===== config.mk =====
export PLATFORM = sky130hd
export DESIGN_NAME = tdc_sample_averager_flat
export DESIGN_NICKNAME = d
export VERILOG_FILES = /design/src/rtl/tdc_pkg.sv /design/src/rtl/tdc_sample_averager_if.sv /design/src/rtl/tdc_minmax_tracker.sv /design/src/rtl/tdc_sample_averager.sv /design/src/flat_wrapper.sv
export SDC_FILE = /design/constraint.sdc
export NUM_CORES = 1
export LEC_CHECK = 0
export CELL_PAD_IN_SITES_DETAIL_PLACEMENT = 1
export CELL_PAD_IN_SITES_GLOBAL_PLACEMENT = 1
export CORE_MARGIN = 1.5
export CORE_UTILIZATION = 39
export DETAILED_ROUTE_END_ITERATION = 10
export PLACE_DENSITY_LB_ADDON = 0.15
export SLEW_MARGIN = 5
export SYNTH_ARGS = -nofsm -noshare
export SYNTH_HDL_FRONTEND = slang
export SYNTH_SLANG_ARGS = --single-unit

===== constraint.sdc =====
create_clock -name clk -period 3.3 [get_ports clk]
set_input_delay 0.66 -clock clk [delete_from_list [all_inputs] [get_ports clk]]
set_output_delay 0.66 -clock clk [all_outputs]
set_load 0.02 [all_outputs]

===== src/rtl/tdc_pkg.sv =====
// Shared constants and FSM state type for the TDC sample averager.
package tdc_pkg;

    localparam int unsigned TDC_DATA_W = 8;
    localparam int unsigned TDC_LOG2_N = 4;

    typedef enum logic [1:0] {
        IDLE  = 2'd0,
        ACCUM = 2'd1,
        HOLD  = 2'd2
    } tdc_state_e;

endpackage


===== src/rtl/tdc_sample_averager_if.sv =====
// Sample/result bus of the TDC sample averager.
// master: the side feeding samples and consuming results; slave: the averager.
interface tdc_sample_averager_if
    import tdc_pkg::*;
#(
    parameter int unsigned DATA_W = TDC_DATA_W
);
    logic              start;
    logic              s_valid;
    logic [DATA_W-1:0] s_code;
    logic              m_valid;
    logic              m_ready;
    logic [DATA_W-1:0] m_mean;
    logic [DATA_W-1:0] m_min;
    logic [DATA_W-1:0] m_max;
    logic              busy;
    logic              dropped;

    modport master (
        output start, s_valid, s_code, m_ready,
        input  m_valid, m_mean, m_min, m_max, busy, dropped
    );

    modport slave (
        input  start, s_valid, s_code, m_ready,
        output m_valid, m_mean, m_min, m_max, busy, dropped
    );
endinterface


===== src/rtl/tdc_minmax_tracker.sv =====
// Running min/max of the codes in one window; first sample seeds both,
// ties leave the stored value unchanged.
module tdc_minmax_tracker
    import tdc_pkg::*;
#(
    parameter int unsigned DATA_W = TDC_DATA_W
) (
    input  logic              clk,
    input  logic              rst,
    input  logic              clr,
    input  logic              en,
    input  logic [DATA_W-1:0] code,
    output logic [DATA_W-1:0] min,
    output logic [DATA_W-1:0] max
);
    logic seen;

    // Clear on reset or window open, otherwise fold each enabled sample in.
    always_ff @(posedge clk) begin
        if (rst || clr) begin
            min  <= '0;
            max  <= '0;
            seen <= 1'b0;
        end else if (en) begin
            if (!seen) begin
                min  <= code;
                max  <= code;
                seen <= 1'b1;
            end else begin
                if (code < min) min <= code;
                if (code > max) max <= code;
            end
        end
    end
endmodule


===== src/rtl/tdc_sample_averager.sv =====
// Averages 2**LOG2_N TDC codes per window and holds the result until taken.
// Optional min/max tracking is built only when TDC_AVG_MINMAX_EN is defined.
module tdc_sample_averager
    import tdc_pkg::*;
#(
    parameter int unsigned DATA_W = TDC_DATA_W,
    parameter int unsigned LOG2_N = TDC_LOG2_N
) (
    input logic                  clk,
    input logic                  rst,
    tdc_sample_averager_if.slave bus
);
    localparam int unsigned SUM_W = DATA_W + LOG2_N;

    tdc_state_e        state;
    logic [SUM_W-1:0]  sum;
    logic [SUM_W-1:0]  sum_next;
    logic [LOG2_N-1:0] count;
    logic              m_valid_r;
    logic [DATA_W-1:0] m_mean_r;
    logic              dropped_r;
    logic              win_clr;
    logic              win_take;

    // Next accumulator value including the sample on the bus this cycle.
    always_comb begin
        sum_next = sum + SUM_W'(bus.s_code);
        win_clr  = (state == IDLE) && bus.start;
        win_take = (state == ACCUM) && bus.s_valid;
    end

    // Window FSM: accumulate N samples, register the mean, hold until handshake.
    always_ff @(posedge clk) begin
        if (rst) begin
            state     <= IDLE;
            sum       <= '0;
            count     <= '0;
            m_valid_r <= 1'b0;
            m_mean_r  <= '0;
            dropped_r <= 1'b0;
        end else begin
            case (state)
                IDLE: begin
                    if (bus.start) begin
                        state     <= ACCUM;
                        sum       <= '0;
                        count     <= '0;
                        dropped_r <= 1'b0;
                    end
                end
                ACCUM: begin
                    if (bus.s_valid) begin
                        if (&count) begin
                            m_mean_r  <= DATA_W'(sum_next >> LOG2_N);
                            m_valid_r <= 1'b1;
                            sum       <= '0;
                            count     <= '0;
                            state     <= HOLD;
                        end else begin
                            sum   <= sum_next;
                            count <= count + 1'b1;
                        end
                    end
                end
                HOLD: begin
                    if (bus.s_valid) dropped_r <= 1'b1;
                    if (bus.m_ready) begin
                        m_valid_r <= 1'b0;
                        state     <= IDLE;
                    end
                end
                default: state <= IDLE;
            endcase
        end
    end

`ifdef TDC_AVG_MINMAX_EN
    tdc_minmax_tracker #(
        .DATA_W (DATA_W)
    ) u_minmax (
        .clk  (clk),
        .rst  (rst),
        .clr  (win_clr),
        .en   (win_take),
        .code (bus.s_code),
        .min  (bus.m_min),
        .max  (bus.m_max)
    );
`else
    assign bus.m_min = '0;
    assign bus.m_max = '0;
`endif

    assign bus.m_valid = m_valid_r;
    assign bus.m_mean  = m_mean_r;
    assign bus.busy    = (state == ACCUM);
    assign bus.dropped = dropped_r;
endmodule


===== src/flat_wrapper.sv =====
// flat-port wrapper written by rule: the top's interface ports become plain ports
module tdc_sample_averager_flat import tdc_pkg::*;
#(
    parameter int unsigned DATA_W = TDC_DATA_W,
    parameter int unsigned LOG2_N = TDC_LOG2_N
)
  (clk, rst, bus_start, bus_s_valid, bus_s_code, bus_m_ready, bus_m_valid, bus_m_mean, bus_m_min, bus_m_max, bus_busy, bus_dropped);
  tdc_sample_averager_if #(.DATA_W(DATA_W)) bus_i ();
  input logic clk;
  input logic rst;
  input wire logic [$bits(bus_i.start)-1:0] bus_start;
  input wire logic [$bits(bus_i.s_valid)-1:0] bus_s_valid;
  input wire logic [$bits(bus_i.s_code)-1:0] bus_s_code;
  input wire logic [$bits(bus_i.m_ready)-1:0] bus_m_ready;
  output wire logic [$bits(bus_i.m_valid)-1:0] bus_m_valid;
  output wire logic [$bits(bus_i.m_mean)-1:0] bus_m_mean;
  output wire logic [$bits(bus_i.m_min)-1:0] bus_m_min;
  output wire logic [$bits(bus_i.m_max)-1:0] bus_m_max;
  output wire logic [$bits(bus_i.busy)-1:0] bus_busy;
  output wire logic [$bits(bus_i.dropped)-1:0] bus_dropped;
  assign bus_i.start = bus_start;
  assign bus_i.s_valid = bus_s_valid;
  assign bus_i.s_code = bus_s_code;
  assign bus_i.m_ready = bus_m_ready;
  assign bus_m_valid = bus_i.m_valid;
  assign bus_m_mean = bus_i.m_mean;
  assign bus_m_min = bus_i.m_min;
  assign bus_m_max = bus_i.m_max;
  assign bus_busy = bus_i.busy;
  assign bus_dropped = bus_i.dropped;
  tdc_sample_averager #(.DATA_W(DATA_W), .LOG2_N(LOG2_N)) u_core (.clk(clk), .rst(rst), .bus(bus_i));
endmodule

Sequential cells grouped by signal name:
Scale bar: 20 um.
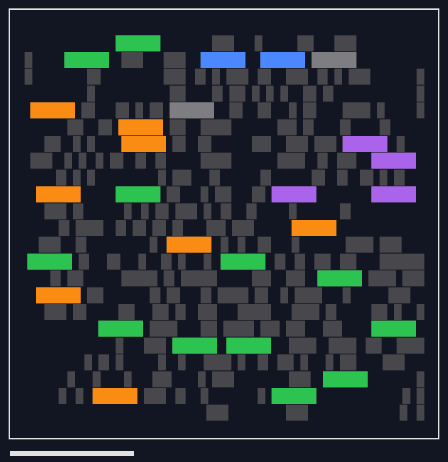
- green: u_core.sum (placed flops 12)
- purple: u_core.count (placed flops 4; where middle right)
- orange: u_core.bus.m_mean (placed flops 8)
- blue: u_core.state (placed flops 2)
- not colored: 2

Nets reached from selected ports:
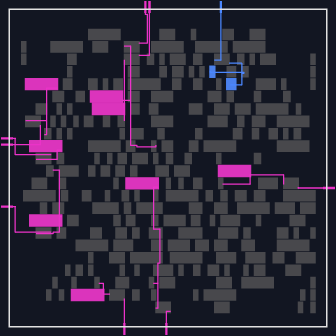
- magenta: bus_m_mean (bits 8; direction output; edge 3 left, 2 bottom, 2 top, 1 right; end cells 8; wire 216 um)
- blue: bus_start (bits 1; direction input; edge top; end cells 2; wire 30.4 um)

==> changes_impl.md <==
## Implementation

* Syn Std Cell Area at between 1500 and 2000 um2
* Vias/cell at 5.632
* Tool Warnings at 26
* Vert. Die Dim at 69.30 um
* Core Util, Final at 0.4777
* Post-synth EDFFs at 0
* Worst path arrival time at between 2000 and 3000 ps
* Layout cell share with drive strength beyond 1 at 0.06167
* Drt pass-1 iters at 4
* Worst EP required at 3500 ps
* Setup TNS at 0 ps
* IR Drop Worst-Case VDD at 0.1930 mV
* Hpwl dp at approximately 3.5 mm
* HP Class: flop to flop
* Most frequent cells after synthesis: dfxtp_1, nand2_1, nor2_1
* TritonCTS clock tree: done
* Static Leak at 0.7730 nW
* Gate Area at about 1000 um2
* Unrepaired setup endpoints after global routing: false
* FF-to-FF path depth at 7
* Dpl ws at 237.8 ps
* Net Sw Power at 0.2059 mW
* Mux share at 0
* Worst slew margin at 0.5787
* Largest class: multi-input combinational cells
* CP max FO at 5
* Clk root buf: clkbuf_8
* Grt total ovfl at 0
* Run status: finished clean
* Clk network pwr share at 0.323
* Well Taps at 50
* Crit path largest cell delay at 470 ps
* Core area at between 4000 and 5000 um2
* # IOs at 40
* Gr usage total at 0.2031
* Rows at 23
* Final worst setup slack at ~510 ps
* Final WL at between 4 and 5 mm
* ClkCell Share at 0.02801
* Dominant logic cell type in the layout: dfxtp_1
* Max Cap Violations at 0
* Adder share at 0.07737
* Synth Area in Simple Gates at 0.2372
* Synth async-reset ratio at 0
* Worst Hold End: u_core.bus.m_mean[2]$_SDFFE_PP0P_
* P&R area growth vs syn at 14.67%
* Cells along the critical path: clkdlybuf4s50_1, ha_1, fa_1, a21o_1, a221oi_2, a21bo_1, xor2_1, a211oi_1
* Synth Warn # at 0
* Yosys top cell area share at 0.3270
* Bufs w/o clock at 24
* Hold slack at about 470 ps
* First-pass GRT wire length at 8.059 mm
* Post-CTS Setup Bufs at 0
* Slowest stage cell, crit path: a221oi_2
* Port buffer count at 23
* N_diodes at 0
* Hold Startpoint: u_core.bus.m_mean[2]$_SDFFE_PP0P_
* CP Class: input port to flop
* R2R Path Start: u_core.sum[0]$_SDFFE_PP0P_
* P_comb at 0.125 mW
* Ys flops at 28
* Initial antenna violation count at 0
* Vias at around 1600
* Final-layout non-clock buffer area share at 0.1209
* Seq group at 0.349 mW
* Sequential power share at 0.498
* CP startpoint: bus_s_code[0]
* Hold_buf cts at 0
* Cts bufs inserted at 3
* Total Nets Final at 251
* Last element of the critical path: u_core.bus.m_mean[6]$_SDFFE_PP0P_
* Placer Congestion at approximately 0.83
* Logic share of the area at 0.5264
* Die area at 4802 um2
* Combinational Gates at 167
* Cells after Synth at approximately 210
* Sequential fraction of total cell area at 0.2852
* Clk slew on worst S/H paths at 110 ps
* Yosys cell count at ~210
* Count of different cell masters after synthesis at 46
* Post_cts resized at 0
* Cell area leaders: dfxtp_1, buf_4, ha_1, a21oi_1, nand2_1
* Cell accounting for the most synthesized area: dfxtp_1
* Clk buf depth at 2
* Area reported by Yosys stat at 1714 um2
* DRC Markers at 0
* Pin count of the biggest net entering global routing at 19
* Slew Viols, Final at 0
* Fmax at 358.3 MHz
Cells by drive strength:
Scale bar: 20 um.
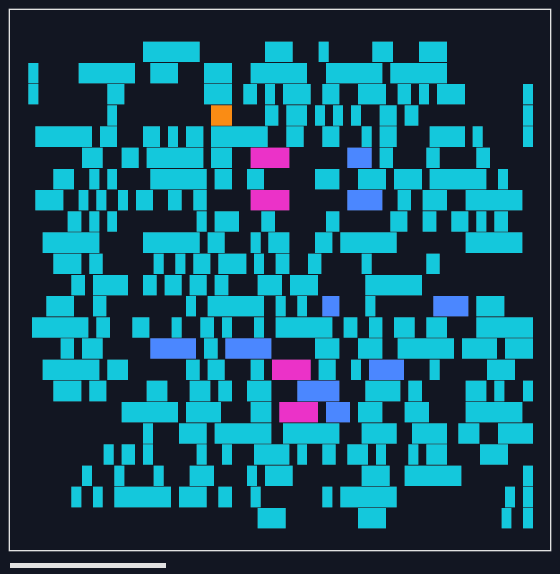
- blue: x2 (cells 9)
- cyan: x1 and smaller (cells 213)
- orange: x3 and x4 (cells 1)
- magenta: x6 and larger (cells 4)

The clock network:
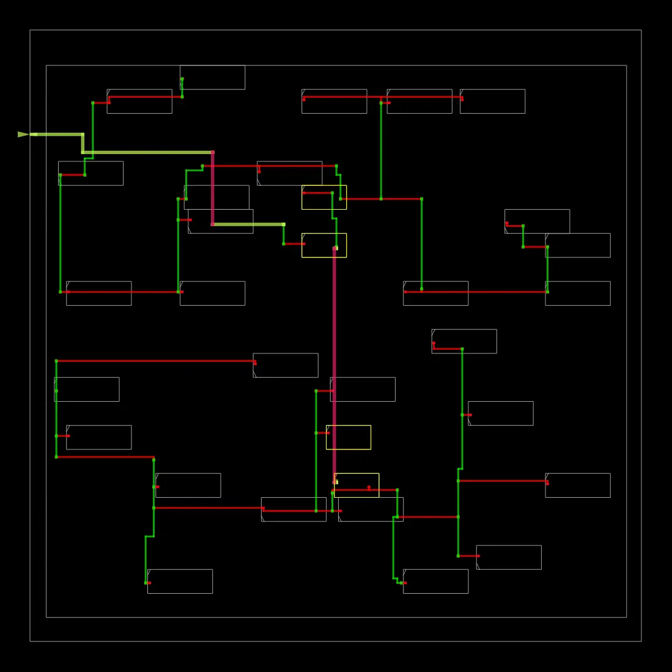
Clock Skews: 4.691 ps
clk latency late pin: 280 ps
P_clk: 0.226 mW
flip-flops: 28
clock buffer count: 4

==> worst max-delay path, delay by kind of cell <==
kind	cells	cell delay [ps]
buf+inv	1	400
xor+xnor	1	80
fa+ha+maj	2	680
compound gates	4	1150
==> flip-flops by register name (all words and copies together) (netlist names) <==
register and flops:
u_core.bus.m_valid 1, u_core.sum 12, u_core.bus.dropped 1, u_core.count 4, u_core.state 2, u_core.bus.m_mean 8
==> metal layers <==
metal,global-route usage,wire length (um),vias to the layer above
met5,0,0,-
met4,0.05447,42,0
met3,0.03198,152,6
met2,0.3611,2387,35
met1,0.2536,2053,759
li1,-,-,760
==> through the flow <==
step                      cells  cell area (um2)
after floorplan             223             1770
after CTS                   277             1966
final                       277             1966
after detailed placement    273             1911
after global placement      273             1911
after global routing        277             1966
No activity file was given, so power comes from the tool's default toggle rates.
